--- config.mk ---
export PLATFORM = sky130hd
export DESIGN_NAME = if_id_skid_reg
export DESIGN_NICKNAME = d
export VERILOG_FILES = /design/src/rtl/riscv_pipe_pkg.sv /design/src/rtl/pipe_sat_counter.sv /design/src/rtl/if_id_skid_reg.sv
export SDC_FILE = /design/constraint.sdc
export NUM_CORES = 1
export LEC_CHECK = 0
export CORE_MARGIN = 3
export CORE_UTILIZATION = 52
export CTS_BUF_LIST = sky130_fd_sc_hd__clkbuf_8
export DETAILED_ROUTE_END_ITERATION = 8
export GPL_ROUTABILITY_DRIVEN = 0
export HOLD_SLACK_MARGIN = 0.06
export PLACE_DENSITY_LB_ADDON = 0.2
export SYNTH_ARGS = -nofsm -noshare
export SYNTH_HDL_FRONTEND = slang
export SYNTH_SLANG_ARGS = --single-unit
--- constraint.sdc ---
create_clock -name clk -period 2.5 [get_ports clk]
set_input_delay 0.5 -clock clk [delete_from_list [all_inputs] [get_ports clk]]
set_output_delay 0.5 -clock clk [all_outputs]
set_load 0.01 [all_outputs]
--- src/rtl/riscv_pipe_pkg.sv ---
// Shared pipeline definitions for the RISC-V core: bubble instruction,
// skid-buffer state encoding and the IF/ID payload layout.
package riscv_pipe_pkg;

  // RV32I bubble: addi x0, x0, 0
  localparam logic [31:0] NOP_INSTR = 32'h0000_0013;

  // Occupancy of a two-entry skid stage.
  typedef enum logic [1:0] {
    S_EMPTY = 2'd0,  // main invalid
    S_BUSY  = 2'd1,  // main valid, skid invalid
    S_FULL  = 2'd2   // main and skid valid
  } skid_state_e;

  // IF/ID payload at the core's native 32-bit widths.
  typedef struct packed {
    logic [31:0] pc;
    logic [31:0] instr;
    logic        pred_taken;
  } if_id_t;

endpackage

--- src/rtl/pipe_sat_counter.sv ---
// Saturating event counter. Counts cycles with inc = 1, sticks at all-ones,
// and clears only on reset. Shared by pipeline stages for statistics.
module pipe_sat_counter #(
  parameter int W = 16
) (
  input  logic         clk,
  input  logic         rst_n,
  input  logic         inc,
  output logic [W-1:0] count
);

  // Count up on inc until the counter reaches all-ones.
  always_ff @(posedge clk or negedge rst_n) begin
    if (!rst_n) begin
      count <= '0;
    end else if (inc && (count != '1)) begin
      // NOTE: sequential state uses <= so every flop samples pre-edge values.
      count <= count + W'(1);
    end
  end

endmodule

--- src/rtl/if_id_skid_reg.sv ---
// IF/ID pipeline register with valid/ready handshake and a two-entry skid
// buffer. in_ready and out_valid come straight from flops, so there is no
// combinational path from any input to any output. Synchronous flush kills
// both held entries and puts a bubble on the decode side.
// Optional statistics counters are built when IF_ID_STATS_EN is defined.
module if_id_skid_reg #(
  parameter int              XLEN      = 32,
  parameter int              ILEN      = 32,
  parameter logic [ILEN-1:0] NOP_INSTR = ILEN'(riscv_pipe_pkg::NOP_INSTR),
  parameter int              CNT_W     = 16
) (
  input  logic             clk,
  input  logic             rst_n,
  input  logic             flush,
  input  logic             in_valid,
  output logic             in_ready,
  input  logic [XLEN-1:0]  in_pc,
  input  logic [ILEN-1:0]  in_instr,
  input  logic             in_pred_taken,
  output logic             out_valid,
  input  logic             out_ready,
  output logic [XLEN-1:0]  out_pc,
  output logic [ILEN-1:0]  out_instr,
  output logic             out_pred_taken
`ifdef IF_ID_STATS_EN
  ,
  output logic [CNT_W-1:0] stall_cnt,
  output logic [CNT_W-1:0] flush_cnt
`endif
);

  import riscv_pipe_pkg::*;

  // Payload sized by this instance's parameters.
  typedef struct packed {
    logic [XLEN-1:0] pc;
    logic [ILEN-1:0] instr;
    logic            pred_taken;
  } payload_t;

  skid_state_e state_q, state_d;
  payload_t    main_q, main_d;
  payload_t    skid_q, skid_d;
  payload_t    in_entry;
  logic        valid_q, ready_q;
  logic        accept, pop;

  assign in_entry = '{pc: in_pc, instr: in_instr, pred_taken: in_pred_taken};
  assign accept   = in_valid & ready_q;
  assign pop      = valid_q & out_ready;

  // Next-state and storage update; flush overrides every other event.
  always_comb begin
    // NOTE: defaults first so every path assigns every output (no latches).
    state_d = state_q;
    main_d  = main_q;
    skid_d  = skid_q;
    if (flush) begin
      state_d           = S_EMPTY;
      skid_d            = '0;
      main_d.instr      = NOP_INSTR;
      main_d.pred_taken = 1'b0;
    end else begin
      unique case (state_q)
        S_EMPTY: begin
          if (accept) begin
            state_d = S_BUSY;
            main_d  = in_entry;
          end
        end
        S_BUSY: begin
          if (accept && !pop) begin
            state_d = S_FULL;
            skid_d  = in_entry;
          end else if (accept && pop) begin
            main_d  = in_entry;
          end else if (pop) begin
            // Draining to empty leaves a bubble but keeps the last PC.
            state_d           = S_EMPTY;
            main_d.instr      = NOP_INSTR;
            main_d.pred_taken = 1'b0;
          end
        end
        S_FULL: begin
          // in_ready is low here, so only a pop can happen.
          if (pop) begin
            state_d = S_BUSY;
            main_d  = skid_q;
          end
        end
        default: state_d = S_EMPTY;
      endcase
    end
  end

  // State, storage and registered handshake flags.
  always_ff @(posedge clk or negedge rst_n) begin
    if (!rst_n) begin
      state_q <= S_EMPTY;
      main_q  <= '{pc: '0, instr: NOP_INSTR, pred_taken: 1'b0};
      // NOTE: the skid payload is reset too, so a stale entry can never leak
      // into main after reset even though skid validity is tracked by state.
      skid_q  <= '0;
      valid_q <= 1'b0;
      ready_q <= 1'b1;
    end else begin
      state_q <= state_d;
      main_q  <= main_d;
      skid_q  <= skid_d;
      valid_q <= (state_d != S_EMPTY);
      ready_q <= (state_d != S_FULL);
    end
  end

  assign in_ready       = ready_q;
  assign out_valid      = valid_q;
  assign out_pc         = main_q.pc;
  assign out_instr      = main_q.instr;
  assign out_pred_taken = main_q.pred_taken;

`ifdef IF_ID_STATS_EN
  pipe_sat_counter #(.W(CNT_W)) u_stall_cnt (
    .clk   (clk),
    .rst_n (rst_n),
    .inc   (valid_q & ~out_ready),
    .count (stall_cnt)
  );

  pipe_sat_counter #(.W(CNT_W)) u_flush_cnt (
    .clk   (clk),
    .rst_n (rst_n),
    .inc   (flush),
    .count (flush_cnt)
  );
`endif

endmodule

==> flow_summary.yaml <==
# implementation run metrics
status:
  status: "finished clean"
power:
  pwr-share-seq_pct: 42.5
  pg_clk_w: 0.00179
  power_w: 0.00649
  p_clk_share_pct: 27.5
  maxPowerGroup: "registers"
  p_int_w: 0.00458
  comb-power_w: 0.00195
  combPwrFrac_pct: 30.0
  pg_seq_w: 0.00276
  vdd_drop_max_mv: 0.485
  power_density_nw_per_um2: 821
  p_switching_w: 0.00192
  p_leak_nw: 3.50
  sw_frac_of_total_pct: 29.5
finish:
  seq_cells: 134
  inverters: 3
  layout_top_cell: "nand2_1"
  dominant_cells: "flip-flops and latches"
  n_clock_buffer: 19
  fin_cells: 859
  antenna_cells: 0
  layout_top_cells: "nand2_1 (162), clkdlybuf4s50_1 (134), dfrtp_1 (130)"
  drive_above_1_share_pct: 13.6
  multiInputCombCellCount: 394
  buffers: 157
  fin_util_pct: 71.7
  nets: 781
  comb_area_share_pct: 30.1
  final_area_um2: 7910
  final-clk-cell-share_pct: 4.93
  combGateArea_um2: 2380
  fillers: 836
  largest_register_ffs: 65
  final-nonclk-buf-share_pct: 20.1
  syn2layout_area_growth_pct: 32.5
  seq_area_um2: 3360
  top_register: "skid_q"
  seq-cell-share_pct: 42.4
final_timing:
  holdWs_ns: 0.434
  timing.slew.headroom_pct: 62.1
  setup_ws_ns: 0.304
  slew_viol_final: 0
  max_freq_mhz: 455
  rsz0062_at_grt: "no"
  hold_violations: 0
  fin_crit_sh_pct: 87.8
  finClkSkew_ns: 0.0113
  setup_tns_ns: 0
  worst_pin_slew_ns: 0.568
route:
  drc: 0
  dr_wl_met3_mm: 1.08
  wl_met1_mm: 6.32
  vias_per_cell: 5.67
  drt-total-wl_mm: 15.1
  detail-route-antenna-nets: 0
  drt-pass1-iter-count: 5
  wl_met2_mm: 7.46
  dr.first_iter.drc_count: 384
  top_layer: "met4"
  vias: 4871
critical_path:
  cp_max_fo: 13
  cp-end-kind: "flip-flop"
  crit_buf_inv: 2
  cpPeakStageDelay_ns: 0.48
  worstPathRequired_ns: 2.86
  cp.arrival_ns: 2.55
  cp_top_family: "AND-OR/OR-AND gates"
  path_class: "flip-flop to flip-flop"
  reg2reg_slack_ns: 0.30
  r2r_start: "state_q[1]$_DFF_PN0_"
  start_kind: "flip-flop"
  reg2reg_depth: 7
  critical_path_cell_count: 7
  path_cells: "inv_1 -> ha_1 -> a2bb2oi_1 -> o31a_1 -> buf_4 -> nand2_1 -> o21ai_1"
  crit_path_start: "state_q[1]$_DFF_PN0_"
  timing.rr.end: "out_instr[26]$_DFFE_PN0P_"
  cp_slowest_cell: "o31a_1"
  cp-endpoint: "out_instr[26]$_DFFE_PN0P_"
grt:
  grt.overflow.total: 0
  grt_usage_pct: 24.8
  grt_use_met1_pct: 31.3
  grt_busiest_layer: "met2"
  antenna_found_initial: 0
  use_met2_pct: 41.0
  grt_pass1_wl_mm: 25.2
  grt_pass1_vias: 5115
  grt_max_degree: 59
  met3_usage_pct: 7.70
logic_synthesis:
  adder_share_pct: 0.838
  ff_type: "dfrtp_1"
  avgSynthCellArea_um2: 10.4
  async_flop_share_pct: 100
  synthMostInstantiatedCell: "nand2_1"
  yosysWarnings: 0
  synthesis.area_um2: 5970
  largest_area_cell: "dfrtp_1"
  topCombFamilyByArea: "AND-OR/OR-AND gates"
  top_area_share_pct: 54.5
  ys_sh_xor_pct: 0.147
  yosysChipArea_um2: 5970
  aoi_share_pct: 18.6
  mux_area_share_pct: 7.92
  yosysCellCount: 576
  edf_count: 0
  fp_nets: 650
  yosysUniqueCellTypes: 37
  netlist_instances: 576
flow_run:
  maxCapViolCount: 0
  warning_count: 29
clocking:
  cts_tree: "done"
  cts-resized-gates: 0
  numCtsBuffers: 17
  root_buffer: "clkbuf_8"
  cts_max_level: 4
  cts_setup_buffers: 0
  clk_pin_slew_ns: 0.07
  cts.path.max_buffers: 2
  clkSinkCount: 134
  worstSkewPairLatency_ns: 0.43
  holdBufCountCts: 1
floorplan:
  fp.dieW_um: 113
  rows: 38
  fp_util_pct: 54.1
  die_h_um: 113
  nWellTaps: 140
  ios: 137
  die_area_um2: 12800
worst_hold_path:
  hold_path_end: "state_q[0]$_DFF_PN0_"
  hp-class: "primary input to flip-flop"
  hold_start: "flush"
  whs_path_depth: 3
placed_design:
  detailed_place.area_um2: 7510
  hpwl_mm: 10.1
  portBuffers: 136
  dp_slack_ns: 0.0900
  place_inst: 827
==> images/gates.png <==
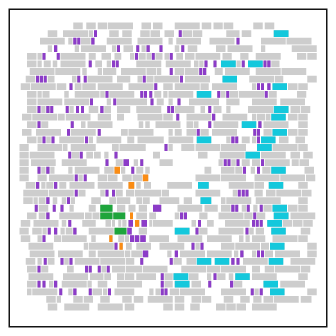
- fa/ha/maj cells: green (cells 4)
- nand cells: purple (cells 171; where spread over the die)
- mux cells: cyan (cells 32; where a column on the right)
- nor cells: orange (cells 7)

==> images/m2.png <==
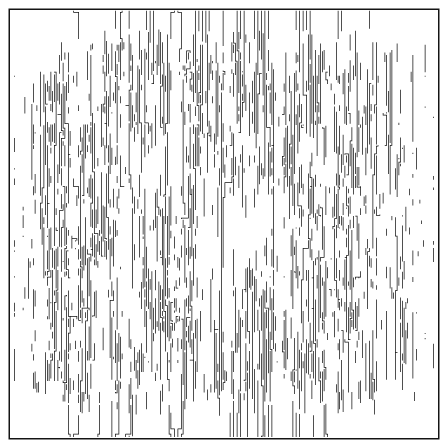
- share of all routed wire: 50%
- main direction: vertical
- longest straight run: 78.9 µm

Power and IR drop assume default switching activity.
